==> config.mk <==
export PLATFORM = sky130hd
export DESIGN_NAME = branch_predictor
export DESIGN_NICKNAME = d
export VERILOG_FILES = /design/src/rtl/branch_predictor_pkg.sv /design/src/rtl/branch_predictor_sat_counter2.sv /design/src/rtl/branch_predictor.sv
export SDC_FILE = /design/constraint.sdc
export NUM_CORES = 1
export LEC_CHECK = 0
export CAP_MARGIN = 20
export CORE_ASPECT_RATIO = 1.4
export CORE_MARGIN = 8
export CORE_UTILIZATION = 45
export CTS_CLUSTER_DIAMETER = 120
export DETAILED_ROUTE_END_ITERATION = 8
export GPL_TIMING_DRIVEN = 1
export HOLD_SLACK_MARGIN = 0.15
export PLACE_DENSITY = 0.59
export SLEW_MARGIN = 20
export SYNTH_ARGS = -nofsm -noshare
export SYNTH_HDL_FRONTEND = slang
export SYNTH_SLANG_ARGS = --single-unit
export TNS_END_PERCENT = 50
==> constraint.sdc <==
create_clock -name clk -period 4.7 [get_ports clk]
set_input_delay 0.47 -clock clk [delete_from_list [all_inputs] [get_ports clk]]
set_output_delay 0.47 -clock clk [all_outputs]
set_load 0.02 [all_outputs]
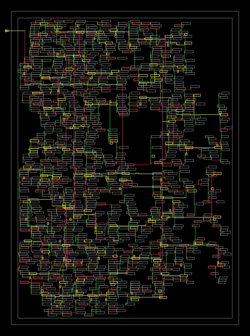
run_1/clocks.png
power dissipated in the clock network: 7.89 mW
total CTS buffers: 97
number of sinks driven by the clock tree: 1,008

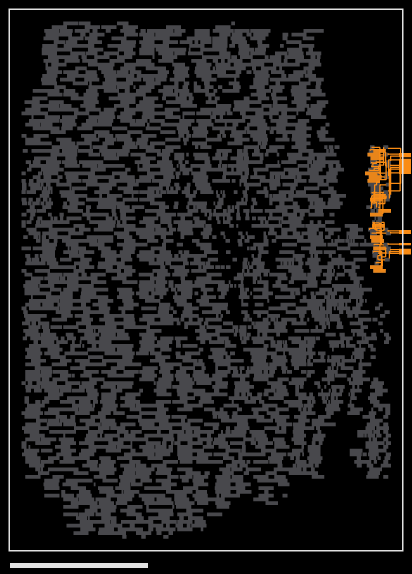
run_1/io_fan.png
Scale bar: 100 µm.
orange -> `perf_branches`  # bits 16, direction output, edge right, end cells 16, buffers 16, wire 697 µm
IO Count: 168
buffers added on ports: 165

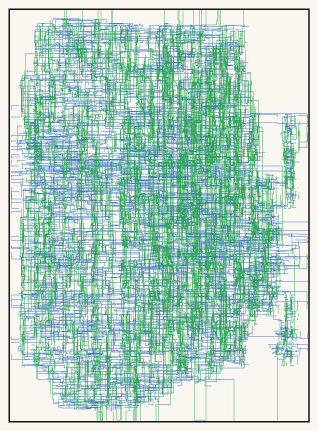
run_1/wires.png
Only two layers are drawn.
green -> metal 2  # wire length 66.3 mm
blue -> metal 1  # wire length 53.2 mm
drt total wl: 135 mm
routed wirelength normalized by instance count: 32.7 µm

==> summary.txt, run 1 <==
flow finished, numbers: total power per unit cell area 378 mW/mm², vias in the first global route 26,700, DIE HEIGHT 392 µm, net switching fraction of the power 23.6%, gpl congestion 0.997, status finished clean, GR Util met2 40.0%, Layout Skew 0.0346 ns, switching power total 4.71 mW, vias after detailed routing 25,800, Layout area overhead 16.4%, number of fill cells 7,981, data arrival time of the critical path 4.13 ns, share of the cycle needed by the critical path after routing 97.9%, drc violations 0, via density per instance 6.26, area of the die 0.112 mm², Clock Pin Slew Worst Setup and Hold Paths about 0.06 ns, max reg flops 512, antenna violations before repair 8, slowest stage cell on the critical path sky130_fd_sc_hd__mux4_1, power share of the clock group 39.5%, share of post-route cells with drive strength above 1 28.5%, Gate Area 0.0146 mm², Levels on crit path 11, post-synth top area cell sky130_fd_sc_hd__edfxtp_1, Layout Cells excl Fill 4,114, mean cell area of the mapped netlist approximately 19 µm², sequential standard cell area about 0.03 mm², net count of the mapped netlist ~2,500, number of DRC violations after detailed-routing iteration 0 2,708, sequence of cells on the critical path mux4_1 > mux4_2 > xnor2_1 > buf_4 > o31ai_1 > and4bb_1 > and4_1 > nand4_4 > buf_12 > mux2_4 > dlygate4sd2_1, floorplan utilization 45.1%, required time of the critical path 4.23 ns, largest net degree at the start of global routing 81, total number of warnings across the stage logs 31, sequential share of power 50.6%, worst hold slack after final layout 0.360 ns
run 1: timing repair:
item | in CTS | in global routing
endpoints found under the hold margin | 64 | 0
gates resized | 28 | 5
setup endpoints to repair | 31 | 8
hold buffers | 1 | 0
run 1: cell type report:
cell class	instances	area share, %
Tap cell	1330	3.15
Clock buffer	116	4.76
Multi-Input combinational cell	1203	27.6
Clock inverter	63	1.28
Sequential cell	1008	56.5
Inverter	59	0.421
Antenna cell	2	0.00946
Timing Repair Buffer	333	6.25
run 1: metrics by stage:
stage                     instance area, µm²  setup slack [ns]  total power, mW  TNS, ns  utilization (%)
after global placement                 49700            0.0231             12.3        0             49.4
after global routing                   52900          -0.00624             20.6  -0.0109             52.5
after floorplan                        45400            0.0585             11.4        0                -
final                                  52900             0.101             20.0        0             52.5
after CTS                              52900            -0.140             20.2   -0.393             52.5
after detailed placement               49700            0.0466             12.3        0             49.4
run 1: power by group through the flow:
stage          combinational, mW  sequential, mW  clock (mW)
2_1_floorplan               1.05            10.3           0
3_3_place_gp                1.98            10.3           0
3_5_place_dp                2.00            10.3           0
4_1_cts                     2.00            10.1        8.05
5_1_grt                     2.09            10.1        8.35
6_report                    1.98            10.1        7.89
run 1: cell families (layout without fill, tap and decap cells):
family | count (synthesis) | after routing | share of synthesized area [%]
flops | 1008 | 1008 | 65.8
mux | 535 | 535 | 22.1
simple gates | 352 | 352 | 3.97
compound gates | 207 | 207 | 3.69
buf+inv | 202 | 571 | 2.34
xor+xnor | 104 | 104 | 2.01
fa+ha+maj | 5 | 5 | 0.127
other cells | 0 | 2 | 0
run 1: worst register-to-register path: cells and delay by family (launching register included):
family | cells | cell delay [ns]
AOI/OAI and AO/OA | 4 | 0.92
buffers and inverters | 1 | 0.19
DFF | 1 | 0.41
muxes | 2 | 1.07
and+or+nand+nor | 1 | 0.50
run_1/flops_by_reg.png
Scale bar: 100 µm.
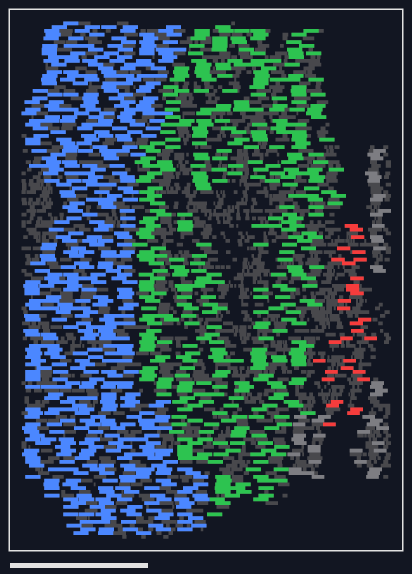

## Run 2: what changed since run 1
==> constraint.sdc (replaced) <==
create_clock -name clk -period 4.8 [get_ports clk]
set_input_delay 0.48 -clock clk [delete_from_list [all_inputs] [get_ports clk]]
set_output_delay 0.48 -clock clk [all_outputs]
set_load 0.02 [all_outputs]
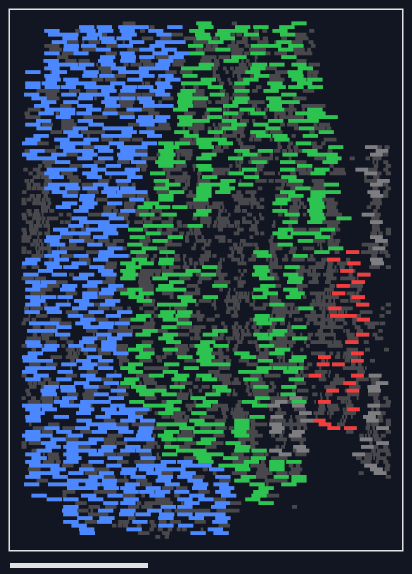
run_2/flops_by_reg.png
Scale bar: 100 µm.
red -> `ctr_reg`  # sequential cells 32
blue -> `target_mem`  # sequential cells 512
green -> `tag_mem`  # sequential cells 416
not colored = 48
sequential share of cell area: 56.2%
reported sequential group power: 9.91 mW
sequential standard cell area: 0.0299 mm²
share of the core filled with cells: 52.9%

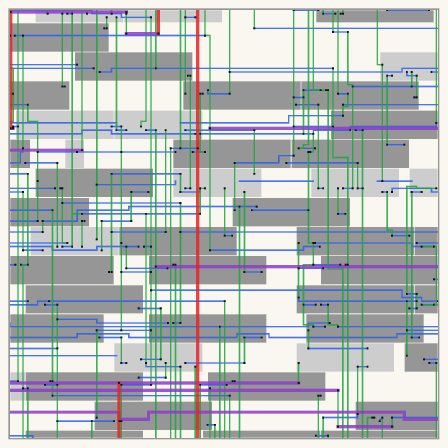
run_2/detail.png
Window x 51 to 91, y 274 to 314 µm. Cells in gray, sequential cells in the stronger gray; small squares are vias.
blue -> metal 1
purple -> metal 3
green -> metal 2
red -> metal 4
most frequent = edfxtp_1 (25), mux4_2 (6), clkbuf_16 (2)
cells with their middle in the window = 34
sequential cells in the window = 25

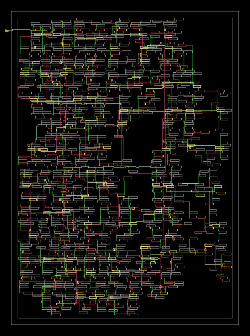
run_2/clocks.png
clock tree buffer count of the final layout: 106
sequential cell count: 1,008
power dissipated in the clock network: 8.41 mW
clock latency reported for the late side of the worst-skew pair: 0.71 ns

==> summary.txt, run 2 <==
flow finished, numbers: status finished clean, crit path setup slack, layout 0.155 ns, post-synthesis share of cell area spent on and-or and or-and gates 3.69%, setup TNS 0 ns, routed wirelength normalized by instance count ~33 µm, adder-cell share of the synthesized area 0.127%, GR Util met2 between 40% and 50%, number of sinks driven by the clock tree ~1,000, drc violations 0, required time of the critical path approximately 4.3 ns, gpl congestion 0.964, via density per instance 6.28, area of the die around 0.11 mm², antenna violations before repair 10, largest net degree at the start of global routing approximately 81, total CTS buffers 99, total number of warnings across the stage logs 29, vias after detailed routing 25,800, worst setup slack before clock tree synthesis 0.140 ns, Layout area overhead 17.1%, data arrival time of the critical path about 4.2 ns, DIE HEIGHT between 300 and 400 µm, share of the cycle needed by the critical path after routing 96.8%, most frequently used flop master after synthesis sky130_fd_sc_hd__edfxtp_1, share of post-route cells with drive strength above 1 28.8%, number of DRC violations after detailed-routing iteration 0 2,410, Synth Area in XOR/XNOR 2.01%, MUX area fraction ~22%, mean cell area of the mapped netlist 18.8 µm², net count of the mapped netlist between 2,000 and 3,000, simple-gate portion of the synthesized area 3.97%, floorplan utilization between 40% and 50%, Layout Skew 0.0246 ns, post-synth top area cell sky130_fd_sc_hd__edfxtp_1, Final Power 20.3 mW, Dominant combinational family multiplexers, total power per unit cell area 381 mW/mm², max reg flops 512, vias in the first global route 27,000, drt total wl 135 mm
## run 2: cell count changes in the layout (fill, tap and decap cells not counted), sizes merged
cell / before / now
inv: 61 / 57
buf: 177 / 172
dlymetal6s2s: 4 / 1
dlygate4sd2: 28 / 31
bufinv: 10 / 21
diode: 2 / 5
clkinvlp: 7 / 6
clkbuf: 116 / 106
clkinv: 44 / 53
## run 2: logic make-up (layout without fill, tap and decap cells)
logic type | Yosys count | count (layout)
simple gates | 352 | 352
fa+ha+maj | 5 | 5
mux | 535 | 535
buf+inv | 202 | 571
other cells | 0 | 5
compound gates | 207 | 207
xor+xnor | 104 | 104
flops | 1008 | 1008
## run 2: final cells by class
| type | instances | area (µm²) |
|---|---|---|
| flip-flops and latches | 1008 | 29900 |
| clock inverters | 78 | 997 |
| well taps | 1330 | 1660 |
| inverters | 59 | 223 |
| multi-input cells | 1203 | 14600 |
| fillers | 7960 | 47400 |
| repair buffers | 328 | 3290 |
| diodes | 5 | 12.5 |
| clock buffers | 106 | 2520 |
## run 2: worst max-delay path: cells and delay by family (launching register included)
kind	cells	cell delay [ns]
muxes	3	1.33
buffers and inverters	3	0.75
and+or+nand+nor	3	0.65
DFF	1	0.41
xor gates and xnor gates	1	0.18
AOI/OAI and AO/OA	1	0.09
## run 2: what timing repair did
item,4_1_cts,5_1_grt
hold buffers,1,0
setup endpoints to repair,31,5
hold endpoints to repair,64,0
gates resized,31,2
## run 2: metrics by stage
stage	cell area [µm²]	std cells	hold slack, ns
after detailed placement	49700	3927	0.464
after global placement	49700	3927	0.451
final	53200	4117	0.385
after floorplan	45400	2413	0.184
after CTS	53200	4112	0.481
after global routing	53200	4113	0.456
## run 2: where the power goes
group	switching, mW	internal, mW
sequential	0.130	9.78
clock	3.45	4.96
combinational	1.08	0.856
Power is estimated from default activity; no workload was simulated.
